run_1/clock_map.png
(2 px per µm)
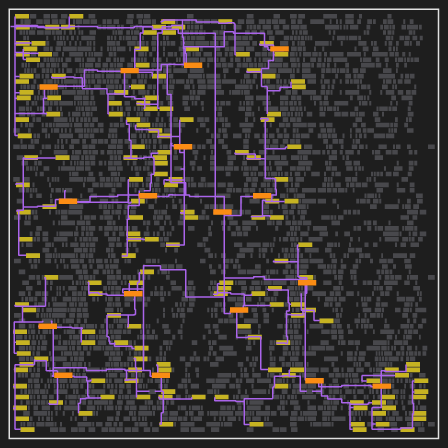
run_1/final_clocks.png
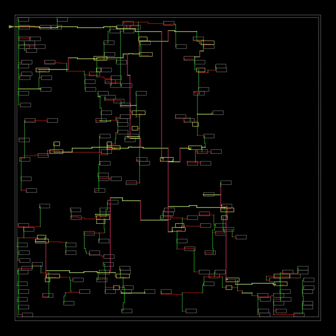
run_1/met1.png
(1 px per µm) Supply wires on this layer in grey.
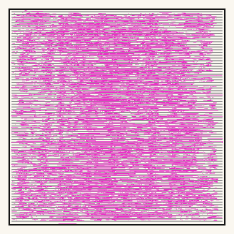
**config.mk**
```make
export PLATFORM = sky130hd
export DESIGN_NAME = jhash_core_flat
export DESIGN_NICKNAME = d
export VERILOG_FILES = /design/src/rtl/jhash_core_if.sv /design/src/rtl/jhash_core.sv /design/src/flat_wrapper.sv
export SDC_FILE = /design/constraint.sdc
export NUM_CORES = 1
export LEC_CHECK = 0
export CORE_UTILIZATION = 50
export DETAILED_ROUTE_END_ITERATION = 16
export GPL_TIMING_DRIVEN = 0
export HOLD_SLACK_MARGIN = 0.06
export MAX_ROUTING_LAYER = met4
export PLACE_DENSITY = 0.69
export SLEW_MARGIN = 10
export SYNTH_ARGS = -nofsm -noshare
export SYNTH_HDL_FRONTEND = slang
export SYNTH_SLANG_ARGS = --single-unit
```
**constraint.sdc**
```tcl
create_clock -name clk -period 13.76 [get_ports clk]
set_input_delay 2.752 -clock clk [delete_from_list [all_inputs] [get_ports clk]]
set_output_delay 2.752 -clock clk [all_outputs]
set_load 0.01 [all_outputs]
```
**src/rtl/jhash_core_if.sv**
```systemverilog
`default_nettype none
// ============================================================================
// Module   : jhash_core_if
// Brief    : Beat stream and hash result bundle between jhash_in, jhash_core
//            and the hash consumer.
// Revision : 1.0
// ============================================================================
interface jhash_core_if;
    logic [31:0] stream_data0;
    logic [31:0] stream_data1;
    logic [31:0] stream_data2;
    logic        stream_valid;
    logic        stream_done;
    logic [1:0]  stream_left;
    logic        stream_ack;
    logic [31:0] hash_out;
    logic        hash_valid;
    logic        hash_ready;

    modport master (
        output stream_data0, stream_data1, stream_data2,
        output stream_valid, stream_done, stream_left, hash_ready,
        input  stream_ack, hash_out, hash_valid
    );

    modport slave (
        input  stream_data0, stream_data1, stream_data2,
        input  stream_valid, stream_done, stream_left, hash_ready,
        output stream_ack, hash_out, hash_valid
    );
endinterface
`default_nettype wire

```
**src/rtl/jhash_core.sv**
```systemverilog
`default_nettype none
// ============================================================================
// Module   : jhash_core
// Brief    : Jenkins lookup2 hash engine, one 32-bit hash per message.
//            Build option JHASH_MIX_UNROLL_EN: full mix in one cycle.
// Revision : 1.0
// ============================================================================
module jhash_core #(
    parameter logic [31:0] INITVAL   = 32'h0000_0000,
    parameter int unsigned LEN_WIDTH = 32
) (
    input  logic        clk,
    input  logic        rst,
    jhash_core_if.slave jh_io
);
    localparam logic [31:0] C_GOLDEN = 32'h9e37_79b9;

    typedef enum logic [1:0] {
        ST_IDLE = 2'd0,
        ST_MIX  = 2'd1,
        ST_OUT  = 2'd2
    } state_t;

    state_t               state_q, state_d;
    logic [31:0]          a_q, a_d, b_q, b_d, c_q, c_d;
    logic [LEN_WIDTH-1:0] len_q, len_d;
    logic                 last_q, last_d;
    logic                 ack_q, ack_d;
    logic                 hvalid_q, hvalid_d;
    logic [31:0]          hout_q, hout_d;
`ifndef JHASH_MIX_UNROLL_EN
    logic [1:0]           rnd_q, rnd_d;
`endif

    // One third of the lookup2 mix; each line sees the lines above it.
    function automatic logic [95:0] mix_third(
        input logic [31:0] a_i, b_i, c_i,
        input logic [4:0]  s0, s1, s2
    );
        logic [31:0] na, nb, nc;
        na = (a_i - b_i - c_i) ^ (c_i >> s0);
        nb = (b_i - c_i - na) ^ (na << s1);
        nc = (c_i - na - nb) ^ (nb >> s2);
        return {na, nb, nc};
    endfunction

    logic [1:0]           w_words;
    logic                 w_xfer, w_final;
    logic [31:0]          w_k1, w_k2;
    logic [3:0]           w_len_add;
    logic [LEN_WIDTH-1:0] w_len_sum;
    logic [95:0]          w_mix;

    assign w_xfer  = jh_io.stream_valid && ack_q;
    assign w_final = jh_io.stream_done;

    // Encoding 0 and the illegal 3 both mean a full beat.
    always_comb begin
        case (jh_io.stream_left)
            2'd1:    w_words = 2'd1;
            2'd2:    w_words = 2'd2;
            default: w_words = 2'd3;
        endcase
    end

    assign w_k1      = (w_final && (w_words == 2'd1)) ? 32'd0 : jh_io.stream_data1;
    assign w_k2      = (w_final && (w_words != 2'd3)) ? 32'd0 : jh_io.stream_data2;
    assign w_len_add = w_final ? {w_words, 2'b00} : 4'd12;
    assign w_len_sum = len_q + LEN_WIDTH'(w_len_add);

`ifdef JHASH_MIX_UNROLL_EN
    logic [95:0] w_m1, w_m2;
    assign w_m1  = mix_third(a_q, b_q, c_q, 5'd13, 5'd8, 5'd13);
    assign w_m2  = mix_third(w_m1[95:64], w_m1[63:32], w_m1[31:0], 5'd12, 5'd16, 5'd5);
    assign w_mix = mix_third(w_m2[95:64], w_m2[63:32], w_m2[31:0], 5'd3, 5'd10, 5'd15);
`else
    logic [4:0] w_s0, w_s1, w_s2;
    always_comb begin
        case (rnd_q)
            2'd0: begin w_s0 = 5'd13; w_s1 = 5'd8;  w_s2 = 5'd13; end
            2'd1: begin w_s0 = 5'd12; w_s1 = 5'd16; w_s2 = 5'd5;  end
            default: begin w_s0 = 5'd3; w_s1 = 5'd10; w_s2 = 5'd15; end
        endcase
    end
    assign w_mix = mix_third(a_q, b_q, c_q, w_s0, w_s1, w_s2);
`endif

    always_comb begin
        state_d  = state_q;
        a_d      = a_q;
        b_d      = b_q;
        c_d      = c_q;
        len_d    = len_q;
        last_d   = last_q;
        ack_d    = 1'b0;
        hvalid_d = hvalid_q;
        hout_d   = hout_q;
`ifndef JHASH_MIX_UNROLL_EN
        rnd_d    = rnd_q;
`endif
        case (state_q)
            ST_IDLE: begin
                ack_d = 1'b1;
                if (w_xfer) begin
                    a_d     = a_q + jh_io.stream_data0;
                    b_d     = b_q + w_k1;
                    c_d     = c_q + w_k2 + (w_final ? 32'(w_len_sum) : 32'd0);
                    len_d   = w_len_sum;
                    last_d  = w_final;
                    ack_d   = 1'b0;
                    state_d = ST_MIX;
`ifndef JHASH_MIX_UNROLL_EN
                    rnd_d   = 2'd0;
`endif
                end
            end
            ST_MIX: begin
                a_d = w_mix[95:64];
                b_d = w_mix[63:32];
                c_d = w_mix[31:0];
`ifndef JHASH_MIX_UNROLL_EN
                rnd_d = rnd_q + 2'd1;
                if (rnd_q == 2'd2) begin
                    rnd_d = 2'd0;
`endif
                    if (last_q) begin
                        state_d = ST_OUT;
                    end else begin
                        state_d = ST_IDLE;
                        ack_d   = 1'b1;
                    end
`ifndef JHASH_MIX_UNROLL_EN
                end
`endif
            end
            ST_OUT: begin
                // First OUT cycle registers the result; later cycles wait for the taker.
                if (!hvalid_q) begin
                    hvalid_d = 1'b1;
                    hout_d   = c_q;
                end else if (jh_io.hash_ready) begin
                    hvalid_d = 1'b0;
                    state_d  = ST_IDLE;
                    ack_d    = 1'b1;
                    last_d   = 1'b0;
                    a_d      = C_GOLDEN;
                    b_d      = C_GOLDEN;
                    c_d      = INITVAL;
                    len_d    = '0;
                end
            end
            default: begin
                state_d = ST_IDLE;
            end
        endcase
    end

    always_ff @(posedge clk) begin
        if (!rst) begin
            state_q  <= ST_IDLE;
            a_q      <= C_GOLDEN;
            b_q      <= C_GOLDEN;
            c_q      <= INITVAL;
            len_q    <= '0;
            last_q   <= 1'b0;
            ack_q    <= 1'b0;
            hvalid_q <= 1'b0;
            hout_q   <= 32'd0;
`ifndef JHASH_MIX_UNROLL_EN
            rnd_q    <= 2'd0;
`endif
        end else begin
            state_q  <= state_d;
            a_q      <= a_d;
            b_q      <= b_d;
            c_q      <= c_d;
            len_q    <= len_d;
            last_q   <= last_d;
            ack_q    <= ack_d;
            hvalid_q <= hvalid_d;
            hout_q   <= hout_d;
`ifndef JHASH_MIX_UNROLL_EN
            rnd_q    <= rnd_d;
`endif
        end
    end

    assign jh_io.stream_ack = ack_q;
    assign jh_io.hash_valid = hvalid_q;
    assign jh_io.hash_out   = hout_q;

endmodule
`default_nettype wire

```
**src/flat_wrapper.sv**
```systemverilog
// flat-port wrapper written by rule: the top's interface ports become plain ports
module jhash_core_flat 
#(
    parameter logic [31:0] INITVAL   = 32'h0000_0000,
    parameter int unsigned LEN_WIDTH = 32
)
  (clk, rst, jh_io_stream_data0, jh_io_stream_data1, jh_io_stream_data2, jh_io_stream_valid, jh_io_stream_done, jh_io_stream_left, jh_io_hash_ready, jh_io_stream_ack, jh_io_hash_out, jh_io_hash_valid);
  jhash_core_if jh_io_i ();
  input  logic clk;
  input  logic rst;
  input wire logic [$bits(jh_io_i.stream_data0)-1:0] jh_io_stream_data0;
  input wire logic [$bits(jh_io_i.stream_data1)-1:0] jh_io_stream_data1;
  input wire logic [$bits(jh_io_i.stream_data2)-1:0] jh_io_stream_data2;
  input wire logic [$bits(jh_io_i.stream_valid)-1:0] jh_io_stream_valid;
  input wire logic [$bits(jh_io_i.stream_done)-1:0] jh_io_stream_done;
  input wire logic [$bits(jh_io_i.stream_left)-1:0] jh_io_stream_left;
  input wire logic [$bits(jh_io_i.hash_ready)-1:0] jh_io_hash_ready;
  output wire logic [$bits(jh_io_i.stream_ack)-1:0] jh_io_stream_ack;
  output wire logic [$bits(jh_io_i.hash_out)-1:0] jh_io_hash_out;
  output wire logic [$bits(jh_io_i.hash_valid)-1:0] jh_io_hash_valid;
  assign jh_io_i.stream_data0 = jh_io_stream_data0;
  assign jh_io_i.stream_data1 = jh_io_stream_data1;
  assign jh_io_i.stream_data2 = jh_io_stream_data2;
  assign jh_io_i.stream_valid = jh_io_stream_valid;
  assign jh_io_i.stream_done = jh_io_stream_done;
  assign jh_io_i.stream_left = jh_io_stream_left;
  assign jh_io_i.hash_ready = jh_io_hash_ready;
  assign jh_io_stream_ack = jh_io_i.stream_ack;
  assign jh_io_hash_out = jh_io_i.hash_out;
  assign jh_io_hash_valid = jh_io_i.hash_valid;
  jhash_core #(.INITVAL(INITVAL), .LEN_WIDTH(LEN_WIDTH)) u_core (.clk(clk), .rst(rst), .jh_io(jh_io_i));
endmodule
```
==> flow_summary.ini, run 1 <==
; implementation run metrics
[status]
outcome = complete, no violations

[synthesis]
synthAoiAreaFrac_pct = 26.3
ys_cells = 2912
synth_nets = 3342
muxShareOfSynthArea_pct = 1.79
ys_ff = 165
yosysWarnings = 0
top_cell = nand2_1
synthCells = 2912
synth_area_um2 = 22500
ff_type = dfxtp_1
top_cells_by_count = 306 x nand2_1, 260 x inv_1, 233 x a21oi_1
simple_gate_share_pct = 16.6
ys_area_um2 = 22500
largest_area_cell = dfxtp_1
xor_area_share_pct = 11.7
edf_count = 0
synthDistinctLibCells = 94
logic_family = AND-OR/OR-AND gates

[timing]
holdWs_ns = 0.463
fin_setup_tns_ns = 0
finalMaxSlewViolations = 0
finalSetupViolations = 0
rsz0062_at_grt = false
layout_setup_ws_ns = 2.93
period_needed_ns = 10.83
maxSlewHeadroom_pct = 5.75
max_freq_ghz = 0.0924

[critical_path]
crit_path_top_delay_cell = xor2_1
critPathTopFamily = buffers and inverters
cp_data_required_time_ns = 14.14
crit_start = u_core.rnd_q[1]
reg2reg_slack_ns = 2.93
critPathBufInv = 10
cp_slowest_stage_delay_ns = 0.74
critPathLaunchType = register
cp.arrival_ns = 11.21
crit_path_end_kind = register
reg2reg_from = u_core.rnd_q[1]
worstSetupPathType = reg -> reg
worst-path-max-fanout = 10

[worst_hold_path]
hp-class = reg -> reg
hold_start = u_core.jh_io.hash_out[26]

[placement]
place.gp.congestion = 1.08
dp_hpwl_mm = 82.2
dp.cells = 3638
preCtsSetupSlack_ns = 3.30

[routing]
firstDrtPassIters = 10
first_iter_violations = 3149
via_count = 24000
dr_wl_met2_mm = 42.5
wl_mm = 101
routed.top_layer = met4
wl_per_cell_um = 27.6
ant_nets = 0
vias_per_cell = 6.54

[finish]
lay_top_cells = 306 x nand2_1, 260 x inv_1, 232 x a21oi_1, 209 x ha_1, 185 x nor2_1
area_growth_pct = 12.1
design_area_um2 = 25200
fin_util_pct = 56.9
final_cell_count_no_fill = 3671
nNetsFinal = 3495

[global_routing]
grtUsageMet2_pct = 65.5
grt_pass1_vias = 23000
top_usage_layer = met2
grt_overflow = 0
grt_pass1_wl_mm = 145
antenna_found_initial = 0
grtUsageTotal_pct = 44.7

[floorplan]
chip_area_um2 = 45800
dieHeight_um = 214
io_pins = 137
num_rows = 77

[clock_tree]
cts_hold_buf = 0
cts_tree = built
cts_setup_buffers = 0
clockBufferDepth = 2

[flow_run]
log.warning_count = 33
About clock_map.png:
legend:
  clock wires:
    colour: purple
    length: 2950 µm
  cells driving clock nets:
    colour: orange
    count: 17
  flip-flops:
    colour: yellow
    count: 165
flops lie: widely spread
routed clock nets: 18

About final_clocks.png:
Final Skew: 0.0110 ns
sequential cell count: 165
worst-skew pair later-pin latency: 0.52 ns
clock sinks: 165

About met1.png:
wire length on this layer: 39.0 mm
share of all routed wire: 39%
nets with wire on the layer: 3372
main direction: horizontal

==> run 1: final cells by class <==
| cell class | count | area, µm² |
|---|---|---|
| fillers | 4142 | 19000 |
| clock inverters | 15 | 205 |
| inverters | 262 | 983 |
| diodes | 1 | 2.50 |
| multi-input cells | 2356 | 17700 |
| well taps | 592 | 741 |
| repair buffers | 134 | 1340 |
| plain buffers | 129 | 508 |
| flip-flops and latches | 165 | 3300 |
| clock buffers | 17 | 425 |
==> run 1: final timing paths <==
| kind | to | cells past startpoint |
|---|---|---|
| worst min register to register | u_core.jh_io.hash_out[26] | 2 |
| worst min-delay path | u_core.jh_io.hash_out[26] | 2 |
| worst max-delay path | u_core.c_q[31] | 32 |
| worst max register to register | u_core.c_q[31] | 32 |
==> inputs of run 2 (changes only) <==
- PLACE_DENSITY: 0.69 -> 0.72
- clock period: 13.76 -> 9.1 ns (I/O delays scaled with it)
run_2/met1.png
(1 px per µm) Supply wires on this layer in grey.
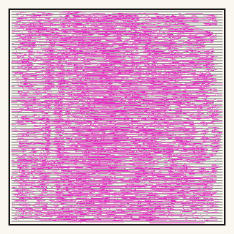
wire length on this layer: 40.3 mm
nets with wire on the layer: 3386
share of all routed wire: 40%
main direction: horizontal

run_2/final_clocks.png
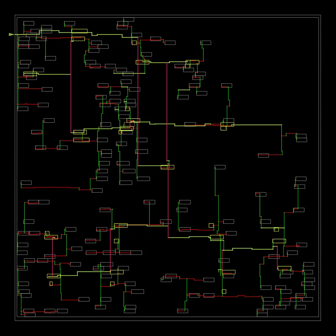
worst-skew pair later-pin latency: 0.50 ns
clock buf count: 17
Final Skew: 0.0138 ns

==> run 2 against run 1 <==
Against the previous run: global-route usage increased by 0.21 points; synthesized area is the same; register-to-register slack worse by 2.7 ns; cell area rose by 2.9%; sequential share of layout area is 0.19 points lower; worst hold slack lost 0.0040 ns; non-clock buffer count grew 30; count of clock-buffer cells in the layout is the same; cell count is 0.79% higher; die size unchanged.
==> flow_summary.ini, run 2 <==
; implementation run metrics
[critical_path]
critPathCapture = u_core.c_q[30]
critPathBufInv = 4
reg2reg_from = u_core.b_q[4]
cp_data_required_time_ns = 9.50
reg2reg_depth = 34
cp.arrival_ns = 9.23
critPathLaunchType = register
critPathTopFamily = AND-OR/OR-AND gates
cp_slowest_stage_delay_ns = 0.50
crit_path_top_delay_cell = dfxtp_1
worstSetupPathType = reg -> reg

[global_routing]
grtUsageMet2_pct = 66.2
grtUsageTotal_pct = 44.9
grt_pass1_vias = 23000
antenna_found_initial = 2

[finish]
lay_top_cells = 306 x nand2_1, 245 x inv_1, 229 x a21oi_1, 209 x ha_1, 182 x nor2_1
final_cell_count_no_fill = 3700
design_area_um2 = 25900
fin_util_pct = 58.6

[synthesis]
edf_count = 0
ys_area_um2 = 22500
yosysWarnings = 0
largest_area_cell = dfxtp_1
synth_area_um2 = 22500
synthCells = 2912
ys_ff = 165
top_cells_by_count = 306 x nand2_1, 260 x inv_1, 233 x a21oi_1
xor_area_share_pct = 11.7
simple_gate_share_pct = 16.6
synth_nets = 3342
synthAoiAreaFrac_pct = 26.3
ff_type = dfxtp_1
top_cell = nand2_1

[routing]
vias_per_cell = 6.42
via_count = 23800
wl_per_cell_um = 27.5
routed.top_layer = met4
firstDrtPassIters = 6
ant_nets = 0
wl_mm = 102

[flow_run]
log.warning_count = 34

[timing]
max_freq_ghz = 0.113
rsz0062_at_grt = true
finalSetupViolations = 0
period_needed_ns = 8.83
finalMaxSlewViolations = 0
maxSlewHeadroom_pct = 9.64

[clock_tree]
clock_sinks = 165
clockBufferDepth = 2
cts_tree = built

[worst_hold_path]
hp-class = reg -> reg
hold_start = u_core.jh_io.hash_out[27]
hold_depth = 2
holdPathEnd = u_core.jh_io.hash_out[27]

[floorplan]
chip_area_um2 = 45800
num_rows = 77
io_pins = 137

[status]
outcome = complete, no violations

[placement]
place.gp.congestion = 1.07
dp_hpwl_mm = 82.3
==> run 2: cell counts after synthesis <==
Identical to the previous run, type by type.
==> run 2: per-stage QoR <==
| stage | worst slack [ns] | TNS [ns] |
|---|---|---|
| after floorplan | 1.16 | 0 |
| after global placement | -1.51 | -11.08 |
| after detailed placement | -1.50 | -11.31 |
| after CTS | 0.00432 | 0 |
| after global routing | -0.0365 | -0.0654 |
| final | 0.272 | 0 |
==> run 2: repair_timing <==
action,CTS,global route
gates resized,46,81
endpoints found under the setup margin,15,13
hold buffers,0,0
pin swaps,3,16
buffers inserted,3,30
==> run 2: cell type report <==
type,count,area (µm²)
inverter,262,1040
timing repair buffer,167,1590
clock inverter,14,155
clock buffer,17,425
buffer,126,510
antenna,1,2.50
fill,4118,18300
sequential,165,3350
multi-input combinational,2356,18100
tap,592,741
